[src/rtl/cdu_pkg.sv]
// Shared helpers for the CDU pulse-path blocks: select widths and saturating
// arithmetic for the signed pending-pulse accumulators.
package cdu_pkg;

  // Default accumulator width; accumulators are logic signed [PEND_W-1:0]
  // in the instantiating module, since packages cannot hold parametrised types.
  localparam int PEND_W_DEFAULT = 4;

  function automatic int sel_w(input int n);
    return (n <= 1) ? 1 : $clog2(n);
  endfunction

  function automatic int pend_max(input int w);
    return (1 << (w - 1)) - 1;
  endfunction

  function automatic int pend_min(input int w);
    return -(1 << (w - 1));
  endfunction

  function automatic int sat_add(input int a, input int b, input int w);
    int s;
    s = a + b;
    if (s > pend_max(w)) return pend_max(w);
    if (s < pend_min(w)) return pend_min(w);
    return s;
  endfunction

endpackage

[src/rtl/cdu_rr_arbiter.sv]
// Combinational round-robin arbiter: grants the first requester after ptr,
// wrapping, and reports the grant both one-hot and as an index.
module cdu_rr_arbiter import cdu_pkg::*; #(
  parameter  int NCH = 3,
  localparam int SW  = sel_w(NCH)
) (
  input  logic [NCH-1:0] req,
  input  logic [SW-1:0]  ptr,
  output logic [NCH-1:0] grant,
  output logic [SW-1:0]  idx,
  output logic           any
);

  logic [SW-1:0] cand;

  always_comb begin
    grant = '0;
    idx   = '0;
    any   = 1'b0;
    cand  = '0;
    for (int i = 1; i <= NCH; i++) begin
      cand = SW'((int'(ptr) + i) % NCH);
      if (!any && req[cand]) begin
        any         = 1'b1;
        grant[cand] = 1'b1;
        idx         = cand;
      end
    end
  end

endmodule

[src/rtl/cdu_pulse_bank.sv]
// Multi-channel CDU read counters with signed pending-pulse accumulators,
// drained as rate-limited +/- increment pulses through a round-robin arbiter.
module cdu_pulse_bank import cdu_pkg::*; #(
  parameter  int NCH    = 3,
  parameter  int WIDTH  = 16,
  parameter  int PEND_W = PEND_W_DEFAULT,
  parameter  int GAP    = 4,
  localparam int SW     = sel_w(NCH),
  localparam int TW     = sel_w(GAP)
) (
  input  logic             CLOCKH,
  input  logic             rst_n,
  input  logic [NCH-1:0]   UPLVL,
  input  logic [NCH-1:0]   DNLVL,
  input  logic [NCH-1:0]   CDUZ,
  input  logic [SW-1:0]    RDSEL,
  output logic [WIDTH-1:0] RDATA,
  output logic [NCH-1:0]   pPGH,
  output logic [NCH-1:0]   mPGH,
  output logic [NCH-1:0]   OVF
);

  logic [WIDTH-1:0] cnt [NCH];
  logic [NCH-1:0]   nz, pos, elig, grant, iss_p, iss_m;
  logic [SW-1:0]    ptr, gidx;
  logic [TW-1:0]    timer;
  logic             any, fire;

  // A channel being zeroed this edge must not be drained.
  assign elig = nz & ~CDUZ;

  cdu_rr_arbiter #(.NCH(NCH)) u_arb (
    .req   (elig),
    .ptr   (ptr),
    .grant (grant),
    .idx   (gidx),
    .any   (any)
  );

  assign fire  = (timer == '0) && any;
  assign iss_p = fire ? (grant & pos)  : '0;
  assign iss_m = fire ? (grant & ~pos) : '0;

  always_ff @(posedge CLOCKH or negedge rst_n) begin
    if (!rst_n) begin
      timer <= '0;
      ptr   <= SW'(NCH - 1);
      pPGH  <= '0;
      mPGH  <= '0;
    end else begin
      pPGH <= iss_p;
      mPGH <= iss_m;
      if (fire) begin
        timer <= TW'(GAP - 1);
        ptr   <= gidx;
      end else if (timer != '0) begin
        timer <= timer - 1'b1;
      end
    end
  end

  for (genvar g = 0; g < NCH; g++) begin : g_ch
    logic [WIDTH-1:0]         cnt_q;
    logic signed [PEND_W-1:0] pend, pend_d;
    logic                     ovf_q, ovf_d, up, dn;
    int                       step, iss, sum, sat;

    assign up = UPLVL[g] & ~DNLVL[g];
    assign dn = DNLVL[g] & ~UPLVL[g];

    always_comb begin
      step   = up ? 1 : (dn ? -1 : 0);
      iss    = iss_p[g] ? 1 : (iss_m[g] ? -1 : 0);
      sum    = int'(pend) + step - iss;
      sat    = sat_add(int'(pend), step - iss, PEND_W);
      pend_d = PEND_W'(sat);
      ovf_d  = (sat != sum);
    end

    always_ff @(posedge CLOCKH or negedge rst_n) begin
      if (!rst_n) begin
        cnt_q <= '0;
        pend  <= '0;
        ovf_q <= 1'b0;
      end else if (CDUZ[g]) begin
        cnt_q <= '0;
        pend  <= '0;
        ovf_q <= 1'b0;
      end else begin
        if (up)      cnt_q <= cnt_q + 1'b1;
        else if (dn) cnt_q <= cnt_q - 1'b1;
        pend <= pend_d;
        if (ovf_d) ovf_q <= 1'b1;
      end
    end

    assign cnt[g] = cnt_q;
    assign OVF[g] = ovf_q;
    assign nz[g]  = (pend != '0);
    assign pos[g] = ~pend[PEND_W-1];
  end

  always_comb begin
    RDATA = '0;
    if (int'(RDSEL) < NCH) RDATA = cnt[RDSEL];
  end

endmodule

[config.mk]
export PLATFORM = sky130hd
export DESIGN_NAME = cdu_pulse_bank
export DESIGN_NICKNAME = d
export VERILOG_FILES = /design/src/rtl/cdu_pkg.sv /design/src/rtl/cdu_rr_arbiter.sv /design/src/rtl/cdu_pulse_bank.sv
export SDC_FILE = /design/constraint.sdc
export NUM_CORES = 1
export LEC_CHECK = 0
export CAP_MARGIN = 5
export CORE_ASPECT_RATIO = 1.2
export CORE_MARGIN = 3
export CORE_UTILIZATION = 50
export DETAILED_ROUTE_END_ITERATION = 8
export HOLD_SLACK_MARGIN = 0.06
export PLACE_DENSITY_LB_ADDON = 0.3
export SLEW_MARGIN = 20
export SYNTH_ARGS = -nofsm -noshare
export SYNTH_HDL_FRONTEND = slang
export SYNTH_HIERARCHICAL = 1
export SYNTH_SLANG_ARGS = --single-unit
[constraint.sdc]
create_clock -name CLOCKH -period 16 [get_ports CLOCKH]
set_clock_uncertainty 0.15 [all_clocks]
set_input_delay 3.2 -clock CLOCKH [delete_from_list [all_inputs] [get_ports CLOCKH]]
set_output_delay 3.2 -clock CLOCKH [all_outputs]
set_load 0.05 [all_outputs]
==> run notes <==
Here are the numbers from the latest Yosys + OpenROAD run.

Entering global routing, the biggest net connects roughly 74 pins. The buffering overhead came out at 0.0440. The clock net in this run drives a total of 73 sinks.

Looking at the area split, the leading class of cells is logic gates. The site row count came out at 49. The placer's final routability congestion estimate is 0.929. Endpoints failing hold in the final report were tallied at 0. Per the detail_route report, vias per standard cell equal 5.67. The die is 144 um tall. The run finished with clean final reports.

The initial cell density of the core is 0.520. The share of the clock period used by the worst path is 0.644. The sequential area share after synthesis came out at 0.231. Counting plain and timing-repair buffers in the layout gives 39.

For reference, the clock transition at the flip-flops on the worst setup and hold paths is around 0.06 ns. Ranked by total cell area, the synthesized netlist is headed by dfrtp_1 23%, fa_1 15%, ha_1 12%. The top-level I/O count came out at 38.

The required time of the critical path is 16.03 ns. The area taken by flip-flops and latches came out at around 1800 um2. The buffer levels on the longest clock path came out at 2. In this run the static leakage power is roughly 3.9 nW. The number of cells on the worst hold path came out at 2. Setup repair after global routing left no endpoint under its margin. The total count of max-transition violations in the final report came out at 0. The cell with the biggest individual delay on the critical path is fa_1. According to the timing report, the critical path is launched from CDUZ[1].

Per the timing report, the most critical flop-to-flop path finishes at g_ch[1].ovf_q$_DFFE_PN0P_. The run reported a max-capacitance violation count of 0. The largest fanout on the critical path is 16.

As logged by OpenROAD, the buffers inserted on ports number 37. The via count of the first global-routing pass came out at between 6000 and 7000. The total area of multi-input combinational cells came out at about 5600 um2.

Yosys reported that registers with async set or reset make up 1.00. The layout summary lists the proportion of cells stronger than drive strength 1 as 0.0485. TritonCTS built the clock tree. The chip area line of the yosys report came out at between 7000 and 8000 um2.

The top-area cell type share of the netlist area came out at 0.228. The flop-to-flop setup slack is 8.81 ns. The half-perimeter wire length after placement came out at 13.4 mm. By instance count after routing, the leading logic cell type is inv_1. The number of logic gates came out at between 600 and 700.

The tree is rooted in a clkbuf_16. The number of warnings reported in the stage logs is between 50 and 60. The via count came out at 6302. The logic share of the area came out at 0.644. Per the detail_route report, DRC violations left total 0. The final-report setup violation count came out at 0. The total die size came out at 17300 um2. In the final timing run, aggregate negative setup slack is 0 ns. The number of cell instances after yosys synthesis is 876.
==> stage by stage <==
step	power (mW)	setup slack [ns]	utilization
after floorplan	1.36	6.45	-
after global placement	1.61	5.54	0.555
after detailed placement	1.64	5.39	0.555
after CTS	1.83	5.69	0.572
after global routing	2.04	4.89	0.573
final	1.83	5.69	0.573
==> state kept, by name (all words and copies together) (netlist names) <==
signal	count
timer	2
mPGH	3
g_ch.ovf_q	3
g_ch.pend	12
g_ch.cnt_q	48
ptr	2
pPGH	3
==> worst reg2reg max path, stage by stage (launching register included) <==
cell and delay (ns):
dfrtp_1 0.38, inv_1 0.07, ha_1 0.50, mux2i_1 0.27, o21ai_2 0.13, nor2_1 0.11
o21ai_1 0.12, and3_1 0.23, nand2_1 0.13, inv_1 0.10, fa_1 1.00, inv_1 0.44
ha_1 0.46, a21oi_1 0.33, nor2b_1 0.11, nor2_1 0.16, inv_1 0.07, fa_1 0.37
fa_1 0.52, nand4_1 0.11, nor3_1 0.24, nand3b_1 0.12, or2_2 0.29, ha_1 0.19
or2_2 0.27, o21ai_0 0.07, a31oi_1 0.09
==> where the power goes <==
| group | leakage, nW | total (mW) | switching [mW] | internal (mW) |
|---|---|---|---|---|
| clock network | 0.134 | 0.190 | 0.0763 | 0.114 |
| logic | 2.85 | 1.32 | 0.758 | 0.566 |
| registers | 0.943 | 0.313 | 0.0630 | 0.250 |
==> cells by family after synthesis <==
group           synth area share
compound gates             0.201
xor+xnor                  0.0432
fa+ha+maj                  0.269
buf+inv                   0.0596
flops                      0.231
mux                       0.0371
simple gates               0.159
==> routing by layer <==
layer | share of wire | global-route usage | up-vias
met5 | 0 | 0 | -
met2 | 0.50 | 0.377 | 101
li1 | - | - | 3141
met1 | 0.45 | 0.268 | 3028
met4 | 0.025 | 0.0692 | 0
met3 | 0.024 | 0.0268 | 32
Cell sizes after repair:
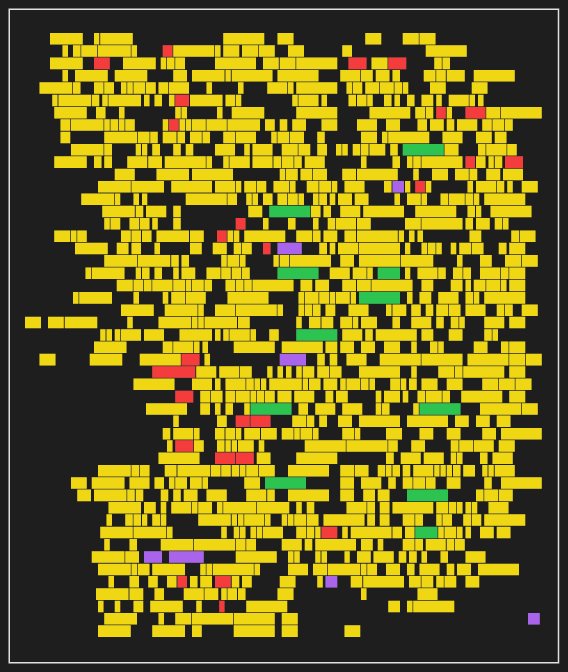
x6 and larger -> green  # cells 11, share 1.2%, most used clkbuf_16
x2 -> red  # cells 26, share 2.9%, most used or2_2
x3 and x4 -> purple  # cells 7, share 0.77%, most used buf_4
x1 and smaller -> yellow  # cells 863, share 95%, most used inv_1

Wiring heat map:
24 x 29 tiles, from dark blue (low) to red (high), scaled to the fullest tile. Values are wire area over tile area, all layers added.
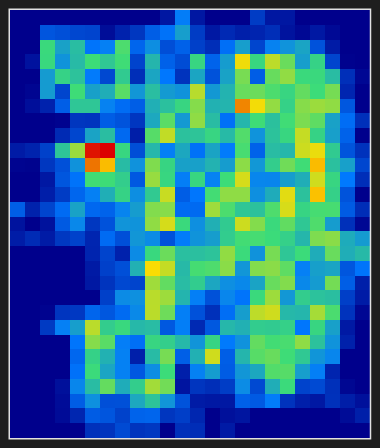
tiles over half the peak = 17%
nearly empty tiles = 19%
fullest tile = 0.56
mean over tiles = 0.15

Where the registers sit:
Bar = 20 um. Other sequential cells in the stronger gray, the rest of the logic in the fainter gray.
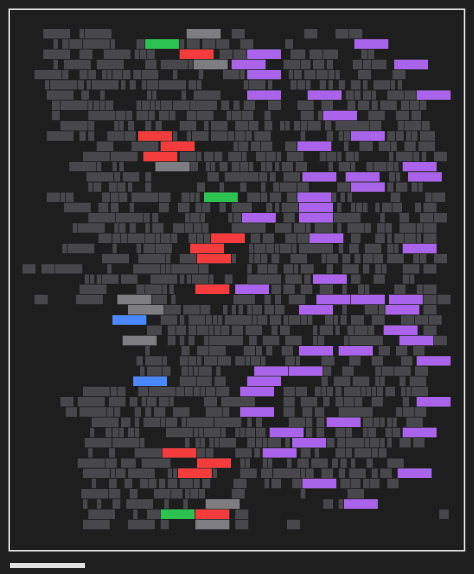
g_ch.cnt_q -> purple  # sequential cells 48
g_ch.pend -> red  # sequential cells 12
g_ch.ovf_q -> green  # sequential cells 3
timer -> blue  # sequential cells 2
not colored = 8

Cell outlines without signal wires:
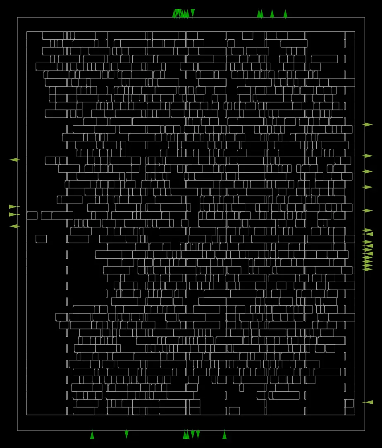
final instance count without filler cells: 1111
core occupancy in the finished layout: 0.573
share of the final layout cell area in sequential cells: 0.210
fill count: 1418
total core area: 15200 um2

Power figures rest on the tool's default switching activity, not on a simulated workload.
